`config.mk`:
```
export PLATFORM = sky130hd
export DESIGN_NAME = motor_pwm_drv
export DESIGN_NICKNAME = d
export VERILOG_FILES = /design/src/rtl/motor_pwm_drv.sv
export SDC_FILE = /design/constraint.sdc
export NUM_CORES = 1
export LEC_CHECK = 0
export CAP_MARGIN = 10
export CELL_PAD_IN_SITES_DETAIL_PLACEMENT = 0
export CELL_PAD_IN_SITES_GLOBAL_PLACEMENT = 2
export CORE_ASPECT_RATIO = 0.6
export CORE_MARGIN = 2
export CORE_UTILIZATION = 38
export DETAILED_ROUTE_END_ITERATION = 7
export PLACE_DENSITY = 0.93
export RECOVER_POWER = 50
export SLEW_MARGIN = 0
export SYNTH_ARGS = -nofsm -noshare
export SYNTH_HDL_FRONTEND = slang
export SYNTH_SLANG_ARGS = --single-unit
```
`constraint.sdc`:
```
create_clock -name Clk -period 7.32 [get_ports Clk]
set_clock_uncertainty 0.1 [all_clocks]
set_input_delay 1.83 -clock Clk [delete_from_list [all_inputs] [get_ports Clk]]
set_output_delay 1.83 -clock Clk [all_outputs]
set_load 0.005 [all_outputs]
```
`src/rtl/motor_pwm_drv.sv`:
```
`default_nettype none
// ============================================================================
// Module   : motor_pwm_drv
// Purpose  : H-bridge PWM stage. Shadowed period/duty/direction commands are
//            applied at period wraps, with a coast interval on every reversal.
// Revision : 1.0 - initial release
// ============================================================================
module motor_pwm_drv #(
    parameter int CNT_W      = 10,
    parameter int PRESC_DIV  = 4,
    parameter int DEAD_TICKS = 16
) (
    input  logic             Clk,
    input  logic             Rst,
    input  logic [CNT_W-1:0] Period,
    input  logic [CNT_W-1:0] Duty,
    input  logic [1:0]       Dir,
    input  logic             Load,
    output logic             Busy,
    output logic             PrdEnd,
    output logic [1:0]       Mt,
    output logic             EN
);

    localparam int PSC_W  = (PRESC_DIV > 1) ? $clog2(PRESC_DIV) : 1;
    localparam int DCNT_W = (DEAD_TICKS > 1) ? $clog2(DEAD_TICKS) : 1;
    localparam logic [PSC_W-1:0]  c_psc_last  = PSC_W'(PRESC_DIV - 1);
    localparam logic [DCNT_W-1:0] c_dead_last = DCNT_W'(DEAD_TICKS - 1);

    typedef enum logic [1:0] {
        ST_IDLE = 2'd0,
        ST_RUN  = 2'd1,
        ST_DEAD = 2'd2
    } state_e;

    state_e            state_q, state_d;
    logic [PSC_W-1:0]  psc_q, psc_d;
    logic [CNT_W-1:0]  cnt_q, cnt_d;
    logic [DCNT_W-1:0] dcnt_q, dcnt_d;
    logic [CNT_W-1:0]  prd_a_q, prd_a_d, duty_a_q, duty_a_d;
    logic [1:0]        dir_a_q, dir_a_d;
    logic [CNT_W-1:0]  prd_s_q, prd_s_d, duty_s_q, duty_s_d;
    logic [1:0]        dir_s_q, dir_s_d;
    logic              pend_q, pend_d;
    logic [1:0]        mt_q, mt_d;
    logic              en_q, en_d;
    logic              busy_q, busy_d;
    logic              prdend_q, prdend_d;

    logic              w_tick;
    logic              w_wrap;
    logic              w_apply;

    always_comb begin
        state_d  = state_q;
        cnt_d    = cnt_q;
        dcnt_d   = dcnt_q;
        prd_a_d  = prd_a_q;
        duty_a_d = duty_a_q;
        dir_a_d  = dir_a_q;
        prd_s_d  = prd_s_q;
        duty_s_d = duty_s_q;
        dir_s_d  = dir_s_q;
        pend_d   = pend_q;
        w_wrap   = 1'b0;
        w_apply  = 1'b0;

        w_tick = (psc_q == c_psc_last);
        psc_d  = w_tick ? '0 : psc_q + PSC_W'(1);

        case (state_q)
            ST_IDLE: begin
                cnt_d  = '0;
                dcnt_d = '0;
                if (pend_q) begin
                    w_apply = 1'b1;
                    state_d = ST_RUN;
                end
            end
            ST_RUN: begin
                if (w_tick) begin
                    if (cnt_q == prd_a_q) begin
                        w_wrap = 1'b1;
                        cnt_d  = '0;
                        if (pend_q) begin
                            w_apply = 1'b1;
                            // Only a change away from an active drive direction needs coasting.
                            if ((dir_s_q != dir_a_q) && (dir_a_q[0] ^ dir_a_q[1])) begin
                                state_d = ST_DEAD;
                                dcnt_d  = '0;
                            end
                        end
                    end else begin
                        cnt_d = cnt_q + CNT_W'(1);
                    end
                end
            end
            ST_DEAD: begin
                cnt_d = '0;
                if (w_tick) begin
                    if (dcnt_q == c_dead_last) begin
                        state_d = ST_RUN;
                        dcnt_d  = '0;
                    end else begin
                        dcnt_d = dcnt_q + DCNT_W'(1);
                    end
                end
            end
            default: begin
                state_d = ST_IDLE;
                cnt_d   = '0;
                dcnt_d  = '0;
            end
        endcase

        if (w_apply) begin
            prd_a_d  = prd_s_q;
            duty_a_d = duty_s_q;
            dir_a_d  = dir_s_q;
            pend_d   = 1'b0;
        end

        // A strobe coinciding with an apply becomes the next pending command.
        if (Load) begin
            prd_s_d  = Period;
            duty_s_d = Duty;
            dir_s_d  = Dir;
            pend_d   = 1'b1;
        end

        mt_d = 2'b00;
        en_d = 1'b0;
        if (state_d == ST_RUN) begin
            mt_d = dir_a_d;
            case (dir_a_d)
                2'b00:   en_d = 1'b0;
                2'b11:   en_d = 1'b1;
                default: en_d = (cnt_d < duty_a_d);
            endcase
        end
        prdend_d = w_wrap;
        busy_d   = pend_d | (state_d == ST_DEAD);
    end

    always_ff @(posedge Clk) begin
        if (Rst) begin
            state_q  <= ST_IDLE;
            psc_q    <= '0;
            cnt_q    <= '0;
            dcnt_q   <= '0;
            prd_a_q  <= '0;
            duty_a_q <= '0;
            dir_a_q  <= 2'b00;
            prd_s_q  <= '0;
            duty_s_q <= '0;
            dir_s_q  <= 2'b00;
            pend_q   <= 1'b0;
            mt_q     <= 2'b00;
            en_q     <= 1'b0;
            busy_q   <= 1'b0;
            prdend_q <= 1'b0;
        end else begin
            state_q  <= state_d;
            psc_q    <= psc_d;
            cnt_q    <= cnt_d;
            dcnt_q   <= dcnt_d;
            prd_a_q  <= prd_a_d;
            duty_a_q <= duty_a_d;
            dir_a_q  <= dir_a_d;
            prd_s_q  <= prd_s_d;
            duty_s_q <= duty_s_d;
            dir_s_q  <= dir_s_d;
            pend_q   <= pend_d;
            mt_q     <= mt_d;
            en_q     <= en_d;
            busy_q   <= busy_d;
            prdend_q <= prdend_d;
        end
    end

    assign Mt     = mt_q;
    assign EN     = en_q;
    assign Busy   = busy_q;
    assign PrdEnd = prdend_q;

endmodule
`default_nettype wire
```
### Cells colored by class, run 1

The bar under the picture is 20 µm long. Fill, decap, tap and diode cells in gray.
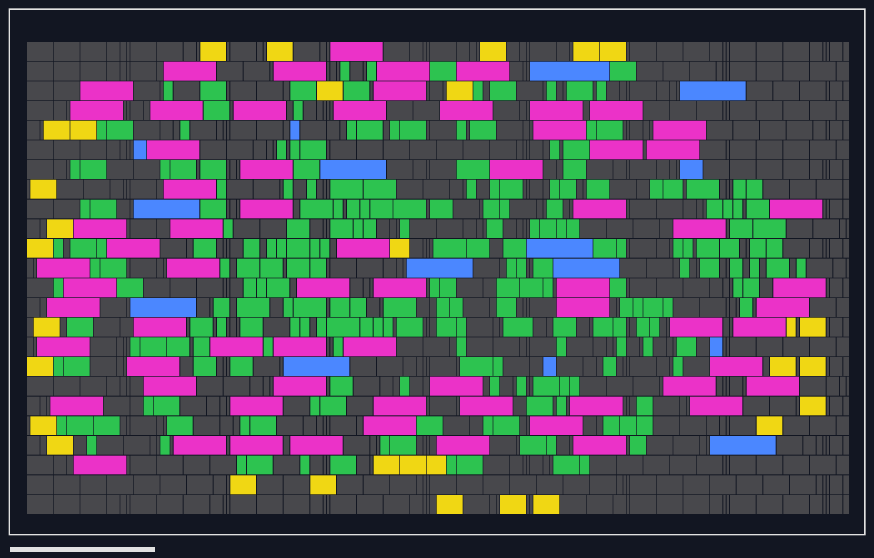
legend:
  other buffers and delay cells:
    color: yellow
    cells: 31
    share_of_their_area: 8.6%
  clock drivers and dummy loads:
    color: blue
    cells: 15
    share_of_their_area: 8.2%
  combinational and other logic:
    color: green
    cells: 230
    share_of_their_area: 44%
  flops:
    color: magenta
    cells: 68
    share_of_their_area: 39%
Core Area: 0.00742 mm²
Finished Cell Area: 0.00359 mm²

### Routed clock nets over the placement, run 1

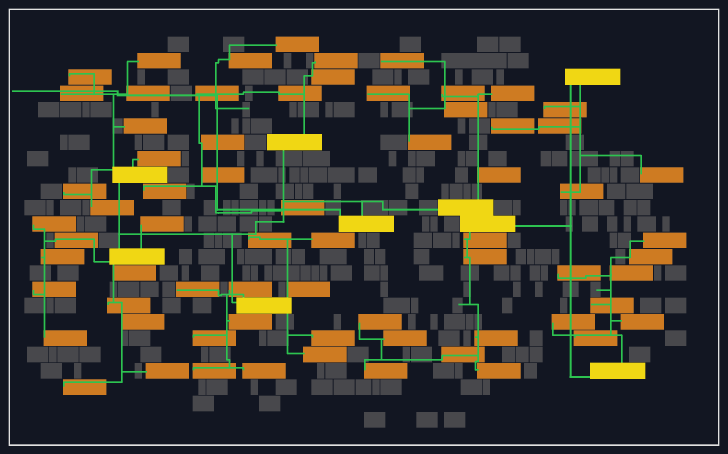
legend:
  flip-flops:
    color: orange
    count: 68
  clock drivers:
    color: yellow
    count: 9
  clock wires:
    color: green
    length: 865 µm
flops lie: all over the die
routed clock nets: 10
Clk power: 411 µW
Clk pwr share: 46.6%

==> results_slide.txt, run 1 <==
Flow Results at a Glance

Outcome
  – Status: finished, violations left
  – Violated checks: capacitance limit, slew limit

Cells and area
  – Layout area overhead: 21.3%
  – Most instantiated logic cells after routing: nor2_1 (70), dfxtp_1 (68), mux2i_1 (44), clkdlybuf4s50_1 (26), nand2_1 (17)
  – ANT cells: 0
  – Register Area: 0.00136 mm²
  – Final core utilization: 48.4%
  – Layout cells sized above 1: 4.65%
  – Most numerous logic cell after layout: nor2_1
  – Non-filler instance count after layout: 448

Routing
  – Antenna-violating nets left: 0
  – DRC viols: 0
  – Met3 WL: 323 µm
  – Met2 WL: 2210 µm
  – Met1 WL: 3100 µm
  – Drt initial violations: 116
  – Top Layer Used: met4
  – Via count: 2153

Yosys
  – Top cells by area: dfxtp_1 (46%), mux2i_1 (15%), nor2_1 (8.9%)
  – Post-synth EDFFs: 0
  – Cell variety after synth: 39
  – Number of cells in Yosys stat: 313
  – Area reported by Yosys stat: 0.00296 mm²
  – Largest area contributor in the netlist: dfxtp_1
  – Top cell type's share of synthesized area: 46.0%
  – Post-Synthesis Cells: 313
  – Top FF cell, synth: dfxtp_1
  – Ys flops: 68
  – Post-Synthesis Cell Area: 0.00296 mm²

Power
  – Design Power: 882 µW
  – VDD IR max: 0.140 mV

Critical path
  – Arr. time, crit path: 4.42 ns
  – Worst reg2reg endpoint: EN
  – Slowest-stage cell, CP: or4_1
  – Crit-path max FO: 16
  – Instance count on the critical path: 13
  – Most used cell, CP: inv_1
  – Crit path max-delay family: AND-OR/OR-AND gates
  – Startpoint types: flip-flop
  – Setup crit end kind: flip-flop
  – CP Launch Point: psc_q[0]
  – Worst path required time: 7.46 ns

STA
  – # setup viols final: 0
  – Final worst-path cycle share: 58.5%
  – Max Slew Vio Count: 59
  – Total negative setup slack: 0 ns
  – Worst setup margin: 3.04 ns
  – Peak Freq: 234 MHz
  – RSZ-0062 raised after global routing: no
  – Fin crit period: 4.28 ns
  – Hold_ws: 0.336 ns
  – Final hold viol count: 0

Hold path
  – Endpoint, Worst Hold: psc_q[0]
  – Hold Path Class: reg -> reg
  – Hold_sp: psc_q[0]

GRT
  – Remaining Overflow, GRT: 0
  – Vias in the first global route: 1938

Run
  – Maxcap violations: 1

Floorplan
  – I/O pins: 30
  – Die Ht: 72.4 µm
  – Die area: 0.00853 mm²

Placed design
  – Routability congestion estimate: 0.827
  – Post-Place Cells: 433
  – Detail Placement HPWL: 4120 µm

Clock network
  – Clk sink count: 68
  – Clk buf depth: 2
  – Hold Buf Count CTS: 0
  – H-tree depth: 3
  – TritonCTS clock tree: yes
  – CTS resizes: 0
  – Worst-path clk slew: 0.05 ns
  – Worst-skew pair later-pin latency: 0.33 ns
  – Clock root cell: clkbuf_16
### Placed standard cells, run 1

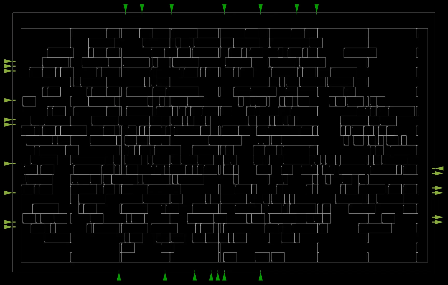
Row Count: 24
FILL cells: 692
flop count: 68

[run 1: logic make-up (layout without fill, tap and decap cells)]
logic type               count (synthesis)  after routing  share of synthesized area [%]
AND-OR/OR-AND                           30             30                           7.27
buffers and inverters                   24             55                           3.89
flip-flops                              68             68                           46.0
AND/OR/NAND/NOR                        115            115                           16.8
XOR/XNOR                                19             19                           5.62
adder cells (fa/ha/maj)                 13             13                           5.50
multiplexers                            44             44                           14.9
[run 1: flip-flops by register name (all words and copies together), names as in the netlist]
name / count
psc_q: 2
prd_a_q: 10
PrdEnd: 1
cnt_q: 10
dir_s_q: 2
duty_s_q: 10
Busy: 1
duty_a_q: 10
dcnt_q: 4
Mt: 2
pend_q: 1
dir_a_q: 2
prd_s_q: 10
EN: 1
state_q: 2
[run 1: final cells by class]
| class | instances | area share (%) |
|---|---|---|
| tap | 104 | 3.62 |
| clock buffer | 10 | 6.38 |
| timing repair buffer | 31 | 8.33 |
| clock inverter | 5 | 1.50 |
| inverter | 9 | 0.941 |
| sequential | 68 | 37.9 |
| multi-input combinational | 221 | 41.3 |
[run 1: metal layers]
| layer | vias up | track usage, % |
|---|---|---|
| met3 | 8 | 4.95 |
| met4 | 0 | 6.43 |
| met2 | 54 | 19.3 |
| li1 | 1127 | - |
| met1 | 964 | 21.1 |
| met5 | - | 0 |
[run 1: synth_stat cells, types with 5 or more instances]
cell type	count
mux2i_1	44
nand4_1	5
nor2_1	70
ha_1	13
inv_1	9
xnor2_1	15
clkbuf_1	6
nand2_1	17
dfxtp_1	68
[run 1: report_power, final]
group | switching [mW] | total (mW) | internal [mW] | leakage, nW
registers | 0.00814 | 0.393 | 0.385 | 0.555
clock network | 0.151 | 0.411 | 0.260 | 0.142
logic | 0.0399 | 0.0784 | 0.0385 | 0.834
### Supply network, run 1

Pins as bars on the die edge. Tap cells in gray.
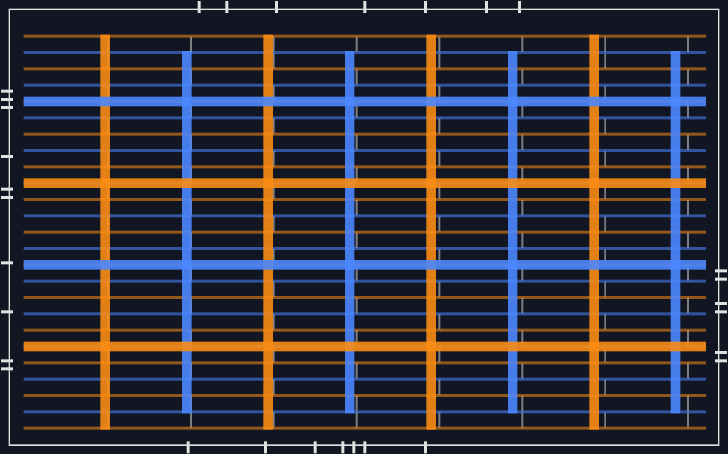

==> run 1 -> run 2 <==
Settings changed: CORE_UTILIZATION 38 to 35, PLACE_DENSITY 0.93 to 0.87.
Clock period 7.32 ns to 4.45 ns, I/O delays scaled along.
### Supply network, run 2

Pins as bars on the die edge. Tap cells in gray.
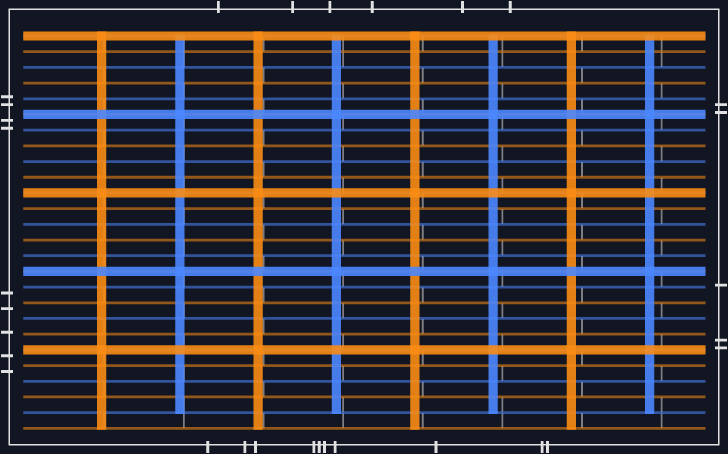
legend:
  VDD:
    color: blue
  VSS:
    color: orange
met5 straps: 5
rows: 25
signal pins: 30
tap cells: 108
met4 straps: 8
Core Area: 0.00804 mm²
Horiz. Die Dim: 123 µm
VDD IR max: 0.207 mV
Die Ht: 75.2 µm

==> results_slide.txt, run 2 <==
Flow Results at a Glance

Outcome
  – Status: finished, violations left (unchanged)
  – Violated checks: capacitance limit, slew limit (unchanged)

STA
  – # setup viols final: 0 (unchanged)
  – Fin crit period: 3.99 ns (was 4.28 ns)
  – Final worst-path cycle share: 89.7% (was 58.5%)
  – RSZ-0062 raised after global routing: no (unchanged)
  – Rel. slew slack: -16.4% (was -65.3%)
  – Max Slew Vio Count: 24 (was 59)
  – Final hold viol count: 0 (unchanged)
  – Peak Freq: 251 MHz (was 234 MHz)
  – Actual slew at the worst max-slew pin: 1.75 ns (was 2.48 ns)
  – Total negative setup slack: 0 ns (unchanged)
  – Hold_ws: 0.335 ns (was 0.336 ns)

Yosys
  – Syn nets: 351 (unchanged)
  – Syn Area/Cell: 9.45 µm² (unchanged)
  – Cell variety after synth: 39 (unchanged)
  – Seq/Total Area, Yosys: 46.0% (unchanged)
  – Number of cells in Yosys stat: 313 (unchanged)
  – Ys flops: 68 (unchanged)
  – Top cells by area: dfxtp_1 (46%), mux2i_1 (15%), nor2_1 (8.9%) (unchanged)
  – Count of yosys warnings during synthesis: 0 (unchanged)
  – Top FF cell, synth: dfxtp_1 (unchanged)
  – Largest area contributor in the netlist: dfxtp_1 (unchanged)
  – Ys async rst share: 0% (unchanged)
  – Area reported by Yosys stat: 0.00296 mm² (unchanged)
  – Post-Synthesis Cell Area: 0.00296 mm² (unchanged)
  – Top cells by count, synth: nor2_1 (70), dfxtp_1 (68), mux2i_1 (44) (unchanged)
  – Synth top cell by count: nor2_1 (unchanged)
  – Post-Synthesis Cells: 313 (unchanged)
  – Post-synth EDFFs: 0 (unchanged)
  – Top cell type's share of synthesized area: 46.0% (unchanged)

Critical path
  – Arr. time, crit path: 4.14 ns (was 4.42 ns)
  – Worst path required time: 4.59 ns (was 7.46 ns)
  – CP Launch Point: cnt_q[6] (was psc_q[0])
  – Crit-path max FO: 12 (was 16)
  – Setup crit end: EN (unchanged)
  – Most used cell, CP: a211oi_1 (was inv_1)
  – Worst Reg2Reg Path Length in Cells: 13 (unchanged)
  – Slowest-stage cell, CP: or4_1 (unchanged)
  – Reg-to-reg startpoint: cnt_q[6] (was psc_q[0])
  – Register-to-Register Setup Slack: 0.46 ns (was 3.04 ns)
  – WP buf/inv: 1 (was 4)
  – CP Cell Sequence: xnor2_1, nand4_1, or4_1, a211o_2, buf_4, mux2i_1, ha_1, a211oi_1, nor2_1, o31ai_1, o21ai_0, a2111o_1, a211oi_1 (was ha_1, inv_1, or4_1, a211o_1, buf_4, mux2i_1, inv_1, ha_1, inv_1, o31ai_1, o21ai_0, a2111o_1, a211oi_1)
  – Critical path class: reg -> reg (unchanged)
  – CP max stage delay: 0.59 ns (was 0.65 ns)
  – Setup crit end kind: flip-flop (unchanged)
  – Crit path max-delay family: AND-OR/OR-AND gates (unchanged)
  – Worst reg2reg endpoint: EN (unchanged)
  – Startpoint types: flip-flop (unchanged)
  – Instance count on the critical path: 13 (unchanged)

Cells and area
  – Nets: 381 (was 378)
  – Layout cells sized above 1: 5.19% (was 4.65%)
  – ANT cells: 0 (unchanged)
  – Most instantiated logic cells after routing: nor2_1 (70), dfxtp_1 (68), mux2i_1 (44), clkdlybuf4s50_1 (27), nand2_1 (17) (was nor2_1 (70), dfxtp_1 (68), mux2i_1 (44), clkdlybuf4s50_1 (26), nand2_1 (17))
  – Logic area: 0.00148 mm² (about the same)
  – Layout area overhead: 21.7% (was 21.3%)
  – Most numerous logic cell after layout: nor2_1 (unchanged)
  – FILL cells: 771 (was 692)
  – Register Area: 0.00136 mm² (unchanged)

GRT
  – Grt met1 use: 21.2% (was 21.1%)
  – Met3 Track Usage GR: 6.44% (was 4.95%)
  – Remaining Overflow, GRT: 0 (unchanged)
  – Initial antenna violation count: 0 (unchanged)
  – Top Usage Layer GRT: met1 (unchanged)
  – GR Util All Layers: 14.7% (was 14.5%)
  – Largest net degree at the start of global routing: 37 (was 59)
  – Vias in the first global route: 1939 (was 1938)
  – First-pass GRT wire length: 9920 µm (was 9590 µm)
  – GR Util met2: 19.2% (was 19.3%)

Routing
  – Antenna-violating nets left: 0 (unchanged)
  – DRC viols: 0 (unchanged)
  – Total Wirelength: 6010 µm (was 5720 µm)
  – Via count: 2173 (was 2153)
  – WL per Instance: 13.2 µm (was 12.8 µm)
  – Drt via density: 4.78 (was 4.81)
  – DRT Pass-1 Iters: 4 (unchanged)
  – Drt initial violations: 79 (was 116)

Floorplan
  – Die area: 0.00923 mm² (was 0.00853 mm²)
  – I/O pins: 30 (unchanged)
  – Initial core utilization: 36.8% (was 39.9%)
  – Row Count: 25 (was 24)

Power
  – Reg power frac: 45.5% (was 44.5%)
  – Logic pwr share: 9.3% (was 8.9%)
  – Sw Pwr: 320 µW (was 199 µW)
  – P_int: 1.10 mW (was 683 µW)
  – Sw Ratio: 22.5% (about the same)
  – Power per cell area: 394 mW/mm² (was 246 mW/mm²)
  – Pleak: 1.53 nW (about the same)

Hold path
  – Hold Path Class: reg -> reg (unchanged)
  – Min-Delay Path Depth: 1 (unchanged)
  – Hold_sp: psc_q[0] (unchanged)
  – Endpoint, Worst Hold: psc_q[0] (unchanged)

Clock network
  – Hold Buf Count CTS: 0 (unchanged)
  – Worst-path clk slew: 0.05 ns (about the same)
  – CTS resizes: 0 (unchanged)
  – Clock root cell: clkbuf_16 (unchanged)
  – Post-CTS Setup Bufs: 0 (unchanged)
  – Clk buf depth: 2 (unchanged)
  – Clock buffer count from CTS: 9 (unchanged)
  – Clk sink count: 68 (unchanged)
  – H-tree depth: 3 (unchanged)
  – Worst-skew pair later-pin latency: 0.33 ns (about the same)
  – TritonCTS clock tree: yes (unchanged)

Run
  – Maxcap violations: 1 (unchanged)
  – Tool warnings: 26 (unchanged)

Placed design
  – Routability congestion estimate: 0.822 (was 0.827)
  – Detail Placement HPWL: 4410 µm (was 4120 µm)
  – Input/output buffers: 29 (unchanged)
### Routed clock nets over the placement, run 2

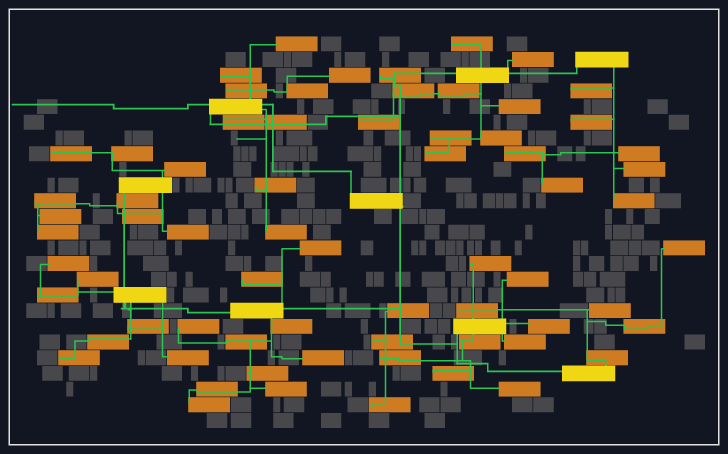
legend:
  flip-flops:
    color: orange
    count: 68
  clock drivers:
    color: yellow
    count: 9
  clock wires:
    color: green
    length: 906 µm
routed clock nets: 10
Clk pwr share: 45.1%
Clk power: 641 µW

==> run 2: cell type report <==
| cell class | count | area share (%) |
|---|---|---|
| multi-input combinational | 221 | 41.2 |
| timing repair buffer | 34 | 8.82 |
| sequential | 68 | 37.8 |
| tap | 108 | 3.75 |
| clock buffer | 13 | 7.22 |
| inverter | 9 | 0.938 |
| clock inverter | 2 | 0.278 |
==> run 2: cell families (layout without fill, tap and decap cells) <==
kind of cell               after synthesis  in the layout  synth area share, %
and+or+nand+nor                        115            115                 16.8
DFF                                     68             68                 46.0
muxes                                   44             44                 14.9
AOI/OAI and AO/OA                       30             30                 7.27
buffers and inverters                   24             58                 3.89
xor gates and xnor gates                19             19                 5.62
adders and majority gates               13             13                 5.50
==> run 2: power by group through the flow <==
stage	clock, mW	combinational (mW)	sequential (mW)
floorplan	0	0.0921	0.655
global placement	0	0.132	0.660
detailed placement	0	0.134	0.660
CTS	0.661	0.134	0.647
global route	0.691	0.150	0.649
finish	0.641	0.133	0.647
==> run 2: layer usage <==
layer | share of wire, % | vias to the layer above
met5 | 0 | -
met4 | 1.3 | 0
met3 | 5.1 | 9
met2 | 39 | 40
met1 | 54 | 993
li1 | - | 1131
==> run 2: per-stage QoR <==
step | total power, mW | utilization, % | area (µm²) | setup slack, ns | cells
CTS | 1.44 | 44.9 | 3610 | 0.352 | 455
global route | 1.49 | 44.8 | 3600 | 0.0419 | 455
detailed placement | 0.793 | 41.5 | 3340 | 0.377 | 440
global placement | 0.792 | 41.5 | 3340 | 0.505 | 440
floorplan | 0.747 | - | 2960 | 0.901 | 313
finish | 1.42 | 44.8 | 3600 | 0.458 | 455
### Placed standard cells, run 2

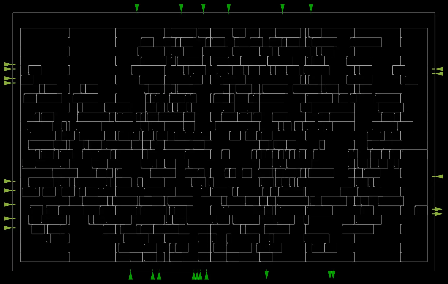

==> run 2 -> run 3 <==
Settings changed: CORE_MARGIN 2 to 4, HOLD_SLACK_MARGIN set to 0.12.
### Placed standard cells, run 3

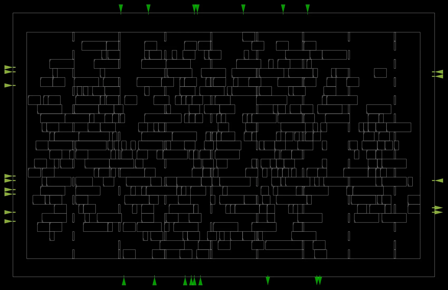
final core utilization: 45.3%
non-filler instance count after layout: 455
n_taps: 108

### M2 wires, run 3

The bar under the picture is 50 µm long.
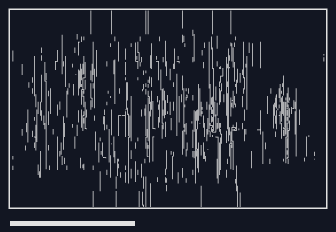
main direction: vertical
longest straight run: 37.1 µm
wire length on this layer: 2460 µm
via count: 2160
GR Util met2: 17.9%

==> results_slide.txt, run 3 <==
Flow Results at a Glance

Yosys
  – Top logic family: simple AND/OR/NAND/NOR gates (unchanged)
  – Seq/Total Area, Yosys: 46.0% (unchanged)
  – Post-Synthesis Cell Area: 0.00296 mm² (unchanged)
  – Top cells by area: dfxtp_1 (46%), mux2i_1 (15%), nor2_1 (8.9%) (unchanged)
  – Simple-Gate Area Share: 16.8% (unchanged)
  – Syn Area/Cell: 9.45 µm² (unchanged)
  – Largest area contributor in the netlist: dfxtp_1 (unchanged)
  – Count of yosys warnings during synthesis: 0 (unchanged)
  – Area fraction in mux cells: 14.9% (unchanged)
  – Ys async rst share: 0% (unchanged)
  – Synth top cell by count: nor2_1 (unchanged)
  – Post-synth EDFFs: 0 (unchanged)
  – Top cell type's share of synthesized area: 46.0% (unchanged)
  – Post-Synthesis Cells: 313 (unchanged)
  – Number of cells in Yosys stat: 313 (unchanged)
  – Top cells by count, synth: nor2_1 (70), dfxtp_1 (68), mux2i_1 (44) (unchanged)
  – Complex Gates by Area: 7.27% (unchanged)
  – Ys flops: 68 (unchanged)
  – Top FF cell, synth: dfxtp_1 (unchanged)
  – Adder share: 5.50% (unchanged)
  – Syn nets: 351 (unchanged)
  – Cell variety after synth: 39 (unchanged)
  – Area reported by Yosys stat: 0.00296 mm² (unchanged)
  – Post-Synth XOR/XNOR Area: 5.62% (unchanged)

Routing
  – DRC viols: 0 (unchanged)
  – DRT Pass-1 Iters: 4 (unchanged)
  – Met3 WL: 284 µm (was 308 µm)
  – Drt initial violations: 111 (was 79)
  – Drt via density: 4.75 (was 4.78)
  – Antenna-violating nets left: 0 (unchanged)
  – Top Layer Used: met4 (unchanged)
  – WL per Instance: 13.6 µm (was 13.2 µm)
  – Met2 WL: 2460 µm (was 2370 µm)
  – Total Wirelength: 6200 µm (was 6010 µm)
  – Met1 WL: 3410 µm (was 3250 µm)

Critical path
  – WP buf/inv: 0 (was 1)
  – Setup crit end kind: flip-flop (unchanged)
  – Critical path class: reg -> reg (unchanged)
  – CP Cell Sequence: xnor2_1, nand4_1, or4_1, a211o_1, mux2i_1, ha_1, a211oi_1, nor2_1, o31ai_1, o21ai_0, a2111o_1, a211oi_1 (was xnor2_1, nand4_1, or4_1, a211o_2, buf_4, mux2i_1, ha_1, a211oi_1, nor2_1, o31ai_1, o21ai_0, a2111o_1, a211oi_1)
  – Arr. time, crit path: 4.20 ns (was 4.14 ns)
  – Most used cell, CP: a211oi_1 (unchanged)
  – Crit-path max FO: 16 (was 12)
  – Worst path required time: 4.59 ns (about the same)
  – Crit path max-delay family: AND-OR/OR-AND gates (unchanged)
  – Startpoint types: flip-flop (unchanged)
  – Slowest-stage cell, CP: a211o_1 (was or4_1)
  – CP max stage delay: 0.66 ns (was 0.59 ns)

GRT
  – First-pass GRT wire length: 10200 µm (was 9920 µm)
  – Largest net degree at the start of global routing: 32 (was 37)
  – Vias in the first global route: 2041 (was 1939)
  – Initial antenna violation count: 0 (unchanged)
  – Met3 Track Usage GR: 5.11% (was 6.44%)
  – Grt met1 use: 19.0% (was 21.2%)
  – GR Util All Layers: 13.2% (was 14.7%)
  – Top Usage Layer GRT: met1 (unchanged)
  – Remaining Overflow, GRT: 0 (unchanged)

Power
  – Sw Pwr: 326 µW (was 320 µW)
  – Logic pwr share: 8.6% (was 9.3%)
  – VDD IR max: 0.349 mV (was 0.207 mV)
  – Reg power frac: 42.4% (was 45.5%)
  – Power per cell area: 419 mW/mm² (was 394 mW/mm²)
  – P_int: 1.20 mW (was 1.10 mW)
  – Clk pwr share: 49.1% (was 45.1%)
  – Design Power: 1.53 mW (was 1.42 mW)
  – Pleak: 1.54 nW (was 1.53 nW)
  – Sw Ratio: 21.3% (was 22.5%)

Clock network
  – TritonCTS clock tree: yes (unchanged)
  – Clock buffer count from CTS: 9 (unchanged)
  – Worst-path clk slew: 0.06 ns (was 0.05 ns)
  – Clock root cell: clkbuf_16 (unchanged)
  – Hold Buf Count CTS: 0 (unchanged)
  – Post-CTS Setup Bufs: 0 (unchanged)
  – H-tree depth: 3 (unchanged)
  – CTS resizes: 0 (unchanged)
  – Worst-skew pair later-pin latency: 0.32 ns (was 0.33 ns)
  – Clk buf depth: 2 (unchanged)
  – Clk sink count: 68 (unchanged)

Placed design
  – Input/output buffers: 29 (unchanged)
  – Routability congestion estimate: 0.800 (was 0.822)
  – Detail Placement HPWL: 4540 µm (was 4410 µm)

Outcome
  – Status: finished, final reports clean (was finished, violations left)

STA
  – RSZ-0062 raised after global routing: no (unchanged)
  – # setup viols final: 0 (unchanged)
  – Actual slew at the worst max-slew pin: 1.36 ns (was 1.75 ns)
  – Rel. slew slack: 9.03% (was -16.4%)
  – Peak Freq: 247 MHz (was 251 MHz)
  – Final worst-path cycle share: 91.2% (was 89.7%)
  – Max Slew Vio Count: 0 (was 24)
  – Fin crit period: 4.06 ns (was 3.99 ns)
  – Total negative setup slack: 0 ns (unchanged)
  – Final hold viol count: 0 (unchanged)

Floorplan
  – I/O pins: 30 (unchanged)
  – Row Count: 25 (unchanged)
  – Initial core utilization: 36.8% (unchanged)
  – Die area: 0.0100 mm² (was 0.00923 mm²)
  – Die Ht: 79.2 µm (was 75.2 µm)
  – Horiz. Die Dim: 127 µm (was 123 µm)
  – Core Area: 0.00804 mm² (unchanged)

Cells and area
  – ANT cells: 0 (unchanged)
  – Layout area overhead: 23.1% (was 21.7%)
  – Most numerous logic cell after layout: nor2_1 (unchanged)
  – Layout cells sized above 1: 4.90% (was 5.19%)
  – Most instantiated logic cells after routing: nor2_1 (70), dfxtp_1 (68), mux2i_1 (44), clkdlybuf4s50_1 (28), nand2_1 (17) (was nor2_1 (70), dfxtp_1 (68), mux2i_1 (44), clkdlybuf4s50_1 (27), nand2_1 (17))
  – FILL cells: 789 (was 771)
  – Nets: 380 (was 381)

Run
  – Maxcap violations: 0 (was 1)
  – Tool warnings: 26 (unchanged)

Hold path
  – Hold Path Class: reg -> reg (unchanged)
-- run 3: stage by stage --
| step | utilization (%) | hold WS [ns] | setup WS [ns] | cell area [µm²] | std cells |
|---|---|---|---|---|---|
| 3_3_place_gp | 41.4 | 0.318 | 0.514 | 3330 | 439 |
| 3_5_place_dp | 41.4 | 0.324 | 0.418 | 3330 | 439 |
| 5_1_grt | 45.3 | 0.350 | 0.0573 | 3640 | 455 |
| 6_report | 45.3 | 0.327 | 0.393 | 3640 | 455 |
| 4_1_cts | 45.4 | 0.331 | 0.385 | 3650 | 455 |
| 2_1_floorplan | - | 0.304 | 0.901 | 2960 | 313 |
-- run 3: path summary, 6_finish.rpt --
| path | from | end | slack (ns) | cells past startpoint |
|---|---|---|---|---|
| setup / recovery | cnt_q[0] | EN | 0.39 | 12 |
| hold / removal | psc_q[0] | psc_q[0] | 0.33 | 1 |
| setup reg to reg | cnt_q[0] | EN | 0.39 | 12 |
| hold reg to reg | psc_q[0] | psc_q[0] | 0.33 | 1 |
-- run 3: layout make-up --
type | count | area, µm² | area share, %
Multi-Input combinational cell | 221 | 1480 | 40.7
Sequential cell | 68 | 1360 | 37.4
Timing Repair Buffer | 33 | 310 | 8.52
Clock buffer | 12 | 246 | 6.77
Tap cell | 108 | 135 | 3.71
Clock inverter | 4 | 72.6 | 1.99
Inverter | 9 | 33.8 | 0.928
-- run 3: logic make-up after synthesis --
group	count (synthesis)
compound gates	30
simple gates	115
buf+inv	24
xor+xnor	19
fa+ha+maj	13
flops	68
mux	44
-- run 3: power by group through the flow --
stage	clock [mW]	sequential, mW	combinational [mW]
floorplan	0	0.655	0.0921
global placement	0	0.659	0.132
detailed placement	0	0.660	0.132
CTS	0.766	0.647	0.133
global route	0.801	0.649	0.146
finish	0.749	0.647	0.131
Power figures rest on the tool's default switching activity, not on a simulated workload.
